**Run 1: signal metal coverage by tile**

Bar = 50 microns. The die is cut into 20 by 18 equal tiles; dark blue is low, red is high, scaled to the fullest tile. Values are wire area over tile area, all layers added.
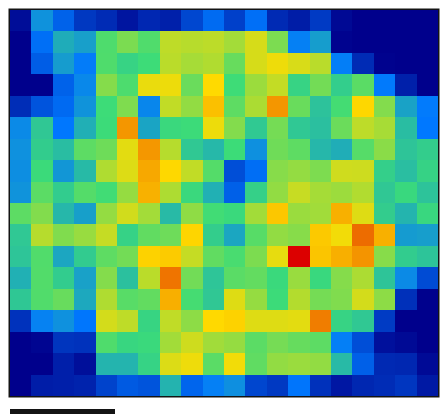
**Run 1: signal wires by layer**

Bar = 50 microns.
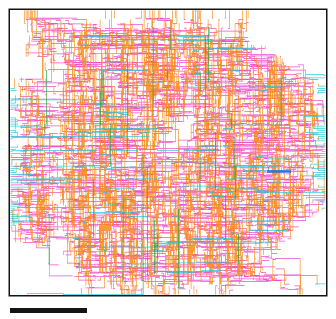
**Run 1: placement by cell class**

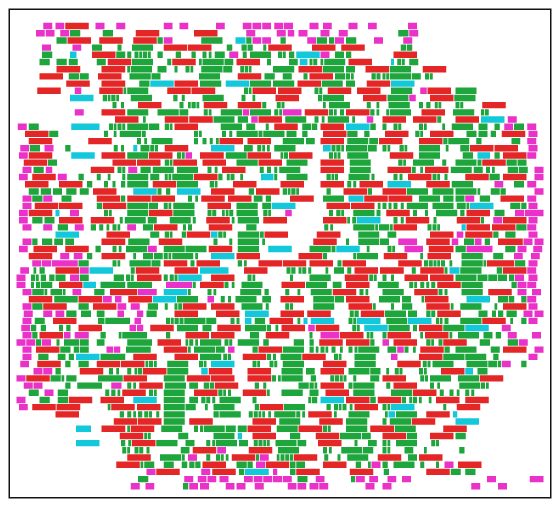
**Run 1: sequential cells colored by netlist name**

Bar = 50 microns. Other sequential cells in the stronger gray, the rest of the logic in the fainter gray.
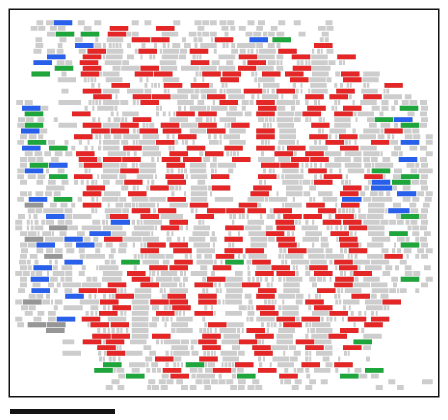
### config.mk
export PLATFORM = sky130hd
export DESIGN_NAME = alu_control_unit
export DESIGN_NICKNAME = d
export VERILOG_FILES = /design/src/rtl/alu_control_unit.sv
export SDC_FILE = /design/constraint.sdc
export NUM_CORES = 1
export LEC_CHECK = 0
export CAP_MARGIN = 40
export CORE_ASPECT_RATIO = 0.9
export CORE_MARGIN = 2
export CORE_UTILIZATION = 50
export CTS_CLUSTER_DIAMETER = 50
export CTS_CLUSTER_SIZE = 14
export DETAILED_ROUTE_END_ITERATION = 8
export HOLD_SLACK_MARGIN = 0.1
export PLACE_DENSITY = 0.72
export SETUP_SLACK_MARGIN = 0.5
export SLEW_MARGIN = 20
export SYNTH_ARGS = -nofsm -noshare
export SYNTH_HDL_FRONTEND = slang
export SYNTH_SLANG_ARGS = --single-unit
### constraint.sdc
create_clock -name clk -period 5.6 [get_ports clk]
set_clock_uncertainty 0.2 [all_clocks]
set_input_delay 1.12 -clock clk [delete_from_list [all_inputs] [get_ports clk]]
set_output_delay 1.12 -clock clk [all_outputs]
set_load 0.02 [all_outputs]
### src/rtl/alu_control_unit.sv
// Sequencing controller for a combinational 32-bit ALU: accepts one instruction,
// reads operands from its register file, drives the ALU, and writes back result and flags.
module alu_control_unit #(
    parameter int REG_AW    = 3,
    parameter bit USE_CARRY = 1'b1
) (
    input  logic              clk,
    input  logic              rst_n,
    input  logic              instr_valid,
    output logic              instr_ready,
    input  logic [31:0]       instr,
    output logic [5:0]        alu_op,
    output logic [31:0]       alu_a,
    output logic [31:0]       alu_b,
    output logic              alu_c,
    input  logic [31:0]       alu_ans1,
    input  logic              alu_ans2,
    input  logic              alu_z,
    input  logic              alu_n,
    output logic              done,
    output logic              err,
    output logic              flag_c,
    output logic              flag_z,
    output logic              flag_n,
    input  logic [REG_AW-1:0] dbg_addr,
    output logic [31:0]       dbg_data,
    output logic [1:0]        dbg_state
);

    localparam int NREG = 1 << REG_AW;

    localparam logic [1:0] S_IDLE   = 2'd0;
    localparam logic [1:0] S_DECODE = 2'd1;
    localparam logic [1:0] S_EXEC   = 2'd2;
    localparam logic [1:0] S_WB     = 2'd3;

    localparam logic [5:0] OP_NOP  = 6'b000000;
    localparam logic [5:0] OP_LOAD = 6'b000001;
    localparam logic [5:0] OP_ADD  = 6'b010000;
    localparam logic [5:0] OP_SUB  = 6'b010001;
    localparam logic [5:0] OP_EQ   = 6'b100000;
    localparam logic [5:0] OP_NE   = 6'b100001;
    localparam logic [5:0] OP_LE   = 6'b100010;
    localparam logic [5:0] OP_GT   = 6'b100011;
    localparam logic [5:0] OP_SLL  = 6'b110000;
    localparam logic [5:0] OP_SRL  = 6'b110001;
    localparam logic [5:0] OP_SRA  = 6'b110010;

    logic [1:0]  state_q, state_d;
    logic [31:0] instr_q, instr_d;
    logic [31:0] regs_q [NREG];
    logic [31:0] regs_d [NREG];
    logic        flag_c_q, flag_c_d;
    logic        flag_z_q, flag_z_d;
    logic        flag_n_q, flag_n_d;
    logic [31:0] hold_ans1_q, hold_ans1_d;
    logic        hold_c_q, hold_c_d;
    logic        hold_z_q, hold_z_d;
    logic        hold_n_q, hold_n_d;

    logic [5:0]  op;
    logic [2:0]  rd, rs1, rs2;
    logic [15:0] imm;
    logic        is_alu, is_addsub, is_load, is_nop, is_illegal;
    logic        unused_instr_bit;

    assign op               = instr_q[31:26];
    assign rd               = instr_q[25:23];
    assign rs1              = instr_q[22:20];
    assign rs2              = instr_q[19:17];
    assign imm              = instr_q[15:0];
    assign unused_instr_bit = instr_q[16];

    always_comb begin
        is_addsub = (op == OP_ADD) || (op == OP_SUB);
        is_alu    = is_addsub ||
                    (op == OP_EQ)  || (op == OP_NE)  || (op == OP_LE) || (op == OP_GT) ||
                    (op == OP_SLL) || (op == OP_SRL) || (op == OP_SRA);
        is_load    = (op == OP_LOAD);
        is_nop     = (op == OP_NOP);
        is_illegal = !(is_alu || is_load || is_nop);
    end

    // Handshake: an instruction transfers on a rising edge where instr_valid and
    // instr_ready are both high; instr_ready is high only in IDLE, so the word is
    // held in instr_q and the input is ignored until the unit returns to IDLE.
    assign instr_ready = (state_q == S_IDLE);
    assign done        = (state_q == S_WB);
    assign err         = (state_q == S_WB) && is_illegal;
    assign flag_c      = flag_c_q;
    assign flag_z      = flag_z_q;
    assign flag_n      = flag_n_q;
    assign dbg_data    = regs_q[dbg_addr];
    assign dbg_state   = state_q;

    always_comb begin
        alu_op = 6'd0;
        alu_a  = 32'd0;
        alu_b  = 32'd0;
        alu_c  = 1'b0;
        if (state_q == S_EXEC) begin
            alu_op = op;
            alu_a  = regs_q[rs1];
            alu_b  = regs_q[rs2];
            alu_c  = USE_CARRY && is_addsub && flag_c_q;
        end
    end

    always_comb begin
        state_d     = state_q;
        instr_d     = instr_q;
        regs_d      = regs_q;
        flag_c_d    = flag_c_q;
        flag_z_d    = flag_z_q;
        flag_n_d    = flag_n_q;
        hold_ans1_d = hold_ans1_q;
        hold_c_d    = hold_c_q;
        hold_z_d    = hold_z_q;
        hold_n_d    = hold_n_q;
        case (state_q)
            S_IDLE: begin
                if (instr_valid) begin
                    instr_d = instr;
                    state_d = S_DECODE;
                end
            end
            S_DECODE: state_d = is_alu ? S_EXEC : S_WB;
            S_EXEC: begin
                hold_ans1_d = alu_ans1;
                hold_c_d    = alu_ans2;
                hold_z_d    = alu_z;
                hold_n_d    = alu_n;
                state_d     = S_WB;
            end
            S_WB: begin
                if (is_alu) begin
                    regs_d[rd] = hold_ans1_q;
                    flag_z_d   = hold_z_q;
                    flag_n_d   = hold_n_q;
                    // ans2 is only meaningful for ADD/SUB
                    if (is_addsub) flag_c_d = hold_c_q;
                end else if (is_load) begin
                    regs_d[rd] = {16'd0, imm};
                end
                state_d = S_IDLE;
            end
            default: state_d = S_IDLE;
        endcase
    end

    always_ff @(posedge clk or negedge rst_n) begin
        if (!rst_n) begin
            state_q     <= S_IDLE;
            instr_q     <= 32'd0;
            for (int i = 0; i < NREG; i++) regs_q[i] <= 32'd0;
            flag_c_q    <= 1'b0;
            flag_z_q    <= 1'b0;
            flag_n_q    <= 1'b0;
            hold_ans1_q <= 32'd0;
            hold_c_q    <= 1'b0;
            hold_z_q    <= 1'b0;
            hold_n_q    <= 1'b0;
        end else begin
            state_q     <= state_d;
            instr_q     <= instr_d;
            regs_q      <= regs_d;
            flag_c_q    <= flag_c_d;
            flag_z_q    <= flag_z_d;
            flag_n_q    <= flag_n_d;
            hold_ans1_q <= hold_ans1_d;
            hold_c_q    <= hold_c_d;
            hold_z_q    <= hold_z_d;
            hold_n_q    <= hold_n_d;
        end
    end

endmodule

==> impl_metrics.yaml, run 1 <==
# yosys + openroad results
pwr:
  powerComb_mw: 4.55
  clockPowerShare: 0.220
  clockNetworkPower_mw: 2.40
  switching_power_mw: 4.08
  swShare: 0.375
  power_leader: "combinational logic"
grt:
  grt_antenna_before_repair: 1
  grt_pass1_vias: 13300
timing:
  holdWs_ns: 0.306
  setup_viol: 0
  finalHoldViolations: 0
yosys:
  yosys.cell_count.top_type: "dfrtp_1"
  synth_nets: 1539
  ys_area_sq_mm: 0.0180
  ys.flop_type: "dfrtp_1"
  ys_seq_share: 0.453
  ys_cells: 1462
  common_cells: "327 x dfrtp_1, 276 x nand2_1, 256 x o21ai_0"
  synth_flops: 327
  yosys.area.top_type: "dfrtp_1"
  synth-edff-count: 0
cells_and_area:
  area_growth_pct: 20.3
  comb_cells: 1007
  inverters: 4
  n_antenna_cell: 1
  fillers: 2823
  seq_share: 0.378
  clkbuf_count: 42
  fin_nets: 1672
  area.combinational_sq_mm: 0.00946
cts:
  cts_setup_buffers: 0
  cts_sinks: 327
  clk_latency_ns: 0.53
  cts_root_buf: "clkbuf_16"
detailed_routing:
  wl_per_cell_microns: 22.6
  drc: 0
worst_hold_path:
  hold_path_class: "flop to flop"
placement:
  dp_cells: 2021
  dp_worst_setup_slack_ns: 0.972
  dpl.hpwl_mm: 28.5
setup_path:
  cp_cell_sequence: "buf_4, buf_12, mux4_2, mux2_2, clkdlybuf4s50_1"
  slowest_stage: "mux4_2"
  critical_path.max_fanout: 34
outcome:
  status: "completed"
floorplanning:
  die_h_microns: 184
Notes on 'signal metal coverage by tile' above:
nearly empty tiles: 7.5%
tiles over half the peak: 48%
mean over tiles: 0.20
fullest tile: 0.46
emptiest ninth of the die: north-east

Notes on 'signal wires by layer' above:
[M1] magenta | wire length: 20.9 mm
[M3] cyan | wire length: 3120 microns
[M2] orange | wire length: 22.3 mm
[M4] green | wire length: 976 microns
[M5] blue | wire length: 13.8 microns

Notes on 'placement by cell class' above:
[remaining logic cells] green | cells: 1011
[clock drivers and dummy loads] cyan | cells: 62
[sequential cells] red | cells: 327
[remaining buffers and delay cells] magenta | cells: 219

Notes on 'sequential cells colored by netlist name' above:
[regs_q] red | placed flops: 256
[hold_ans1_q] green | placed flops: 32 | where: spread over the die
[instr_q] blue | placed flops: 31
not colored: 8

==> run 1: final timing paths <==
path	to	cells past startpoint	startpoint
worst min-delay path	instr_q[9]	1	instr_q[9]
worst max-delay path	dbg_data[31]	5	dbg_addr[0]
min in group asynchronous	hold_ans1_q[23]	1	rst_n
worst min register to register	instr_q[9]	1	instr_q[9]
worst max register to register	regs_q[64]	6	instr_q[31]
max in group asynchronous	flag_z	2	rst_n
==> run 1: placed cells by master (no fill, tap or decap), types with 3 or more instances in the layout <==
| master | Yosys | layout |
|---|---|---|
| ha_1 | 4 | 3 |
| buf_12 | 0 | 6 |
| mux2i_1 | 80 | 80 |
| dfrtp_4 | 0 | 3 |
| buf_16 | 0 | 3 |
| clkinv_2 | 0 | 6 |
| o21ai_0 | 256 | 256 |
| and2_1 | 6 | 6 |
| dfrtp_1 | 327 | 321 |
| dfrtp_2 | 0 | 3 |
| inv_1 | 4 | 4 |
| clkbuf_8 | 0 | 3 |
| buf_4 | 1 | 27 |
| mux2_2 | 101 | 101 |
| clkdlybuf4s50_1 | 0 | 178 |
| nand2_1 | 276 | 275 |
| nor2b_1 | 64 | 64 |
| clkinvlp_4 | 0 | 5 |
| nand2b_1 | 3 | 3 |
| mux4_2 | 192 | 192 |
| o2111ai_4 | 0 | 8 |
| clkbuf_16 | 0 | 38 |
==> run 1: per-layer routing <==
layer / global-route usage / up-vias / share of wire
li1: - / 5665 / -
met1: 0.372 / 6588 / 0.44
met2: 0.417 / 441 / 0.47
met3: 0.0465 / 76 / 0.066
met4: 0.0646 / 2 / 0.021
met5: 0 / - / 0.00027
==> run 1: logic make-up after synthesis <==
kind of cell	after synthesis	synth area share
fa+ha+maj	4	0.00277
simple gates	358	0.0859
flops	327	0.453
mux	373	0.347
buf+inv	128	0.0284
compound gates	272	0.0825
**Run 1: routing congestion**

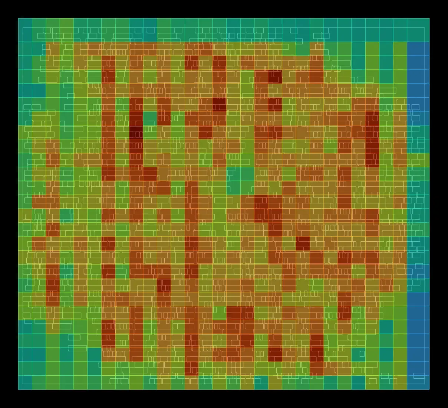

==> run 2, diff against run 1 <==
Clock period 5.6 ns to 4.3 ns, I/O delays scaled along.
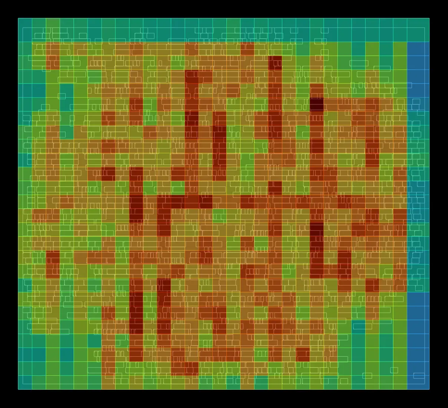
**Above:** run 2 (routing congestion).
Core Util, Final: 0.626
met1 usage: 0.380

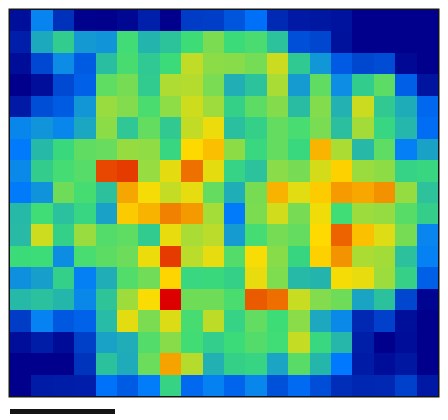
**Above:** run 2 (signal metal coverage by tile).
Bar = 50 microns. The die is cut into 20 by 18 equal tiles; dark blue is low, red is high, scaled to the fullest tile. Values are wire area over tile area, all layers added.
nearly empty tiles: 6.7%
mean over tiles: 0.21
fullest tile: 0.49

==> run 2 against run 1 <==
Effect of this change: utilization rose by 1.1 points; first-iteration DRC count up 9.8%; die area unchanged; final area grew 1.8%; clock power rose by 33%; routed wire length grew 3.4%; critical path depth grew 1; critical endpoint is now alu_b[19].
==> impl_metrics.yaml, run 2 <==
# yosys + openroad results
outcome:
  status: "completed"
pwr:
  clockPowerShare: 0.219
  power_leader: "combinational logic"
yosys:
  yosys.cell_count.top_type: "dfrtp_1"
  ys_cells: 1462
  ys.flop_type: "dfrtp_1"
  synth_nets: 1539
  synth-edff-count: 0
  synth_flops: 327
  ys_area_sq_mm: 0.0180
cells_and_area:
  lay_top_count: "dfrtp_1"
  fin_nets: 1698
detailed_routing:
  wl_per_cell_microns: 23.1
  dr_wl_met2_mm: 23.2
  drt-met1-wl_mm: 20.7
  drc: 0
  dr.max_layer_used: "met4"
  dr_wl_met3_mm: 3.77
setup_path:
  r2r.worst_path.cells: 5
  critical_path.max_fanout: 5
placement:
  dp_cells: 2032
  dp_worst_setup_slack_ns: 0.468
  dpl.hpwl_mm: 29.3
cts:
  cts_sinks: 327
  clk_latency_ns: 0.54
timing:
  holdWs_ns: 0.179
==> run 2: what timing repair did <==
item	CTS	global route
pin swaps	0	0
hold buffers	0	0
cloned	0	0
resized	4	6
setup endpoints to repair	75	44
buffers inserted	13	2
==> run 2: through the flow <==
stage	cell area [sq um]	util
2_1_floorplan	18000	-
3_3_place_gp	20500	0.582
3_5_place_dp	20600	0.584
4_1_cts	22000	0.623
5_1_grt	22100	0.626
6_report	22100	0.626
==> run 2: cell families (layout without fill, tap and decap cells) <==
kind of cell / after synthesis / after routing / synth area share
adder cells (fa/ha/maj): 4 / 4 / 0.00277
buffers and inverters: 128 / 313 / 0.0284
multiplexers: 373 / 373 / 0.347
AND-OR/OR-AND: 272 / 272 / 0.0825
flip-flops: 327 / 327 / 0.453
AND/OR/NAND/NOR: 358 / 358 / 0.0859
==> run 2: cell type report <==
cell class,count,area [sq um],share of cell area
tap,469,587,0.0266
timing repair buffer,244,2630,0.119
clock inverter,20,209,0.00945
clock buffer,45,1010,0.0456
inverter,4,15.0,0.000679
sequential,327,8200,0.371
multi-input combinational,1007,9460,0.428
==> run 2: per-layer routing <==
metal,GRT usage,up-vias
met2,0.427,493
met4,0.0780,0
li1,-,5720
met1,0.380,6649
met5,0,-
met3,0.0587,88
==> run 2: final timing paths <==
kind,startpoint,endpoint,slack (ns)
min reg2reg,hold_n_q,flag_n,0.30
min in group clk,hold_n_q,flag_n,0.30
min,rst_n,regs_q[84],0.18
max in group asynchronous,rst_n,regs_q[154],2.69
max,instr_q[17],alu_b[19],0.53
max reg2reg,instr_q[31],regs_q[160],1.00
==> run 2: critical path, delay by kind of cell (launching register included) <==
| family | cells | cell delay (ns) |
|---|---|---|
| mux | 2 | 0.76 |
| flops | 1 | 0.43 |
| buf+inv | 3 | 0.90 |
| simple gates | 1 | 0.08 |
**Run 2: signal wires by layer**

Bar = 50 microns.
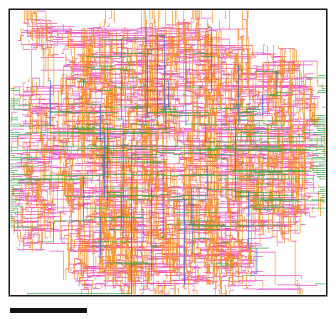

==> run 3, diff against run 2 <==
Settings changed: SLEW_MARGIN 20 to 30.
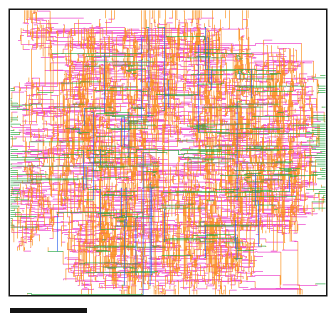
**Above:** run 3 (signal wires by layer).
Bar = 50 microns.
[M4] blue | wire length: 1130 microns
[M1] magenta | wire length: 20.8 mm
[M2] orange | wire length: 23.4 mm
[M3] green | wire length: 3990 microns

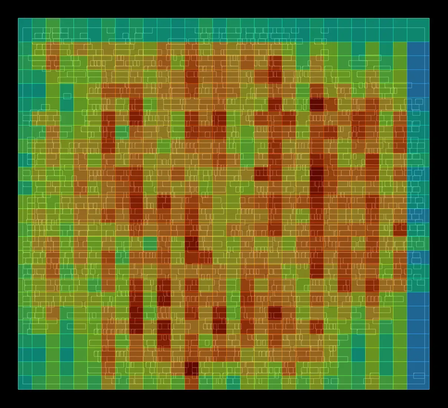
**Above:** run 3 (routing congestion).
Core Util, Final: 0.630
Tot GR Track Use: 0.270
Avg WL per Cell: 23.3 microns

==> run 3 against run 2 <==
Effect of this change: sequential share of layout area shrank 0.23 points; non-clock buffer count increased by 2; clock power grew 9.4%; synthesized area stayed put; setup slack got worse by 0.027 ns; via count up 1.7%; first-iteration DRC count grew 0.35%; synthesized cell count unchanged; clock-buffer cell count shrank 5.
==> impl_metrics.yaml, run 3 <==
# yosys + openroad results
yosys:
  netlist.area_leader.share: 0.453
  synth_nets: 1539
  ys_area_sq_mm: 0.0180
  synth_flops: 327
  yosys.cell_count.top_type: "dfrtp_1"
  ys.flop_type: "dfrtp_1"
  ys_cells: 1462
  synth-edff-count: 0
outcome:
  status: "completed"
setup_path:
  r2r-end: "regs_q[240]"
  critical_path.max_fanout: 13
  r2r.worst_path.cells: 8
  crit_end: "dbg_data[4]"
  crit_start: "dbg_addr[0]"
  r2r_slack_ns: 1.30
  r2r-start: "dbg_state[0]"
cells_and_area:
  fin_nets: 1699
  fin_area_sq_mm: 0.0222
  lay_top_count: "dfrtp_1"
cts:
  hold_buffers: 0
  cts_setup_buffers: 15
  clk_latency_ns: 0.54
  cts_sinks: 327
  cts_resized: 2
placement:
  dpl.hpwl_mm: 29.5
  place_area_sq_mm: 0.0206
detailed_routing:
  drc: 0
  drtAntennaViolNets: 0
pwr:
  clockPowerShare: 0.235
## run 3: power by group through the flow
stage	clock (mW)	combinational, mW	sequential [mW]
after global routing	3.68	6.75	5.22
after global placement	0	5.63	5.22
final	3.49	6.29	5.08
after detailed placement	0	5.77	5.32
after floorplan	0	4.30	4.69
after CTS	3.54	6.23	5.07
## run 3: worst max-delay path, delay by kind of cell
kind	cells	cell delay, ns
multiplexers	2	0.87
buffers and inverters	3	1.01
## run 3: stage by stage
| stage | utilization | hold slack, ns | instances | worst slack (ns) |
|---|---|---|---|---|
| after floorplan | - | 0.277 | 1462 | 0.847 |
| after global placement | 0.582 | 0.287 | 2029 | 0.479 |
| after detailed placement | 0.584 | 0.292 | 2033 | 0.459 |
| after CTS | 0.627 | 0.227 | 2111 | 0.485 |
| after global routing | 0.630 | 0.244 | 2116 | 0.423 |
| final | 0.630 | 0.177 | 2116 | 0.498 |
## run 3: routing by layer
layer	routed length (microns)	track usage	vias up
li1	-	-	5726
met1	20800	0.387	6781
met2	23400	0.424	579
met3	3990	0.0477	84
met4	1130	0.0849	0
met5	0	0	-
## run 3: layout make-up
| cell class | count | area [sq um] |
|---|---|---|
| Fill cell | 2689 | 13100 |
| Multi-Input combinational cell | 1007 | 9460 |
| Sequential cell | 327 | 8200 |
| Timing Repair Buffer | 246 | 2660 |
| Clock buffer | 40 | 947 |
| Tap cell | 469 | 587 |
| Clock inverter | 23 | 377 |
| Inverter | 4 | 15.0 |
## run 3: cell families (layout without fill, tap and decap cells)
family                   Yosys count  count (layout)  synth area share
multiplexers                     373             373             0.347
AND-OR/OR-AND                    272             272            0.0825
adder cells (fa/ha/maj)            4               4           0.00277
buffers and inverters            128             313            0.0284
flip-flops                       327             327             0.453
AND/OR/NAND/NOR                  358             358            0.0859
No activity file was given, so power comes from the tool's default toggle rates.
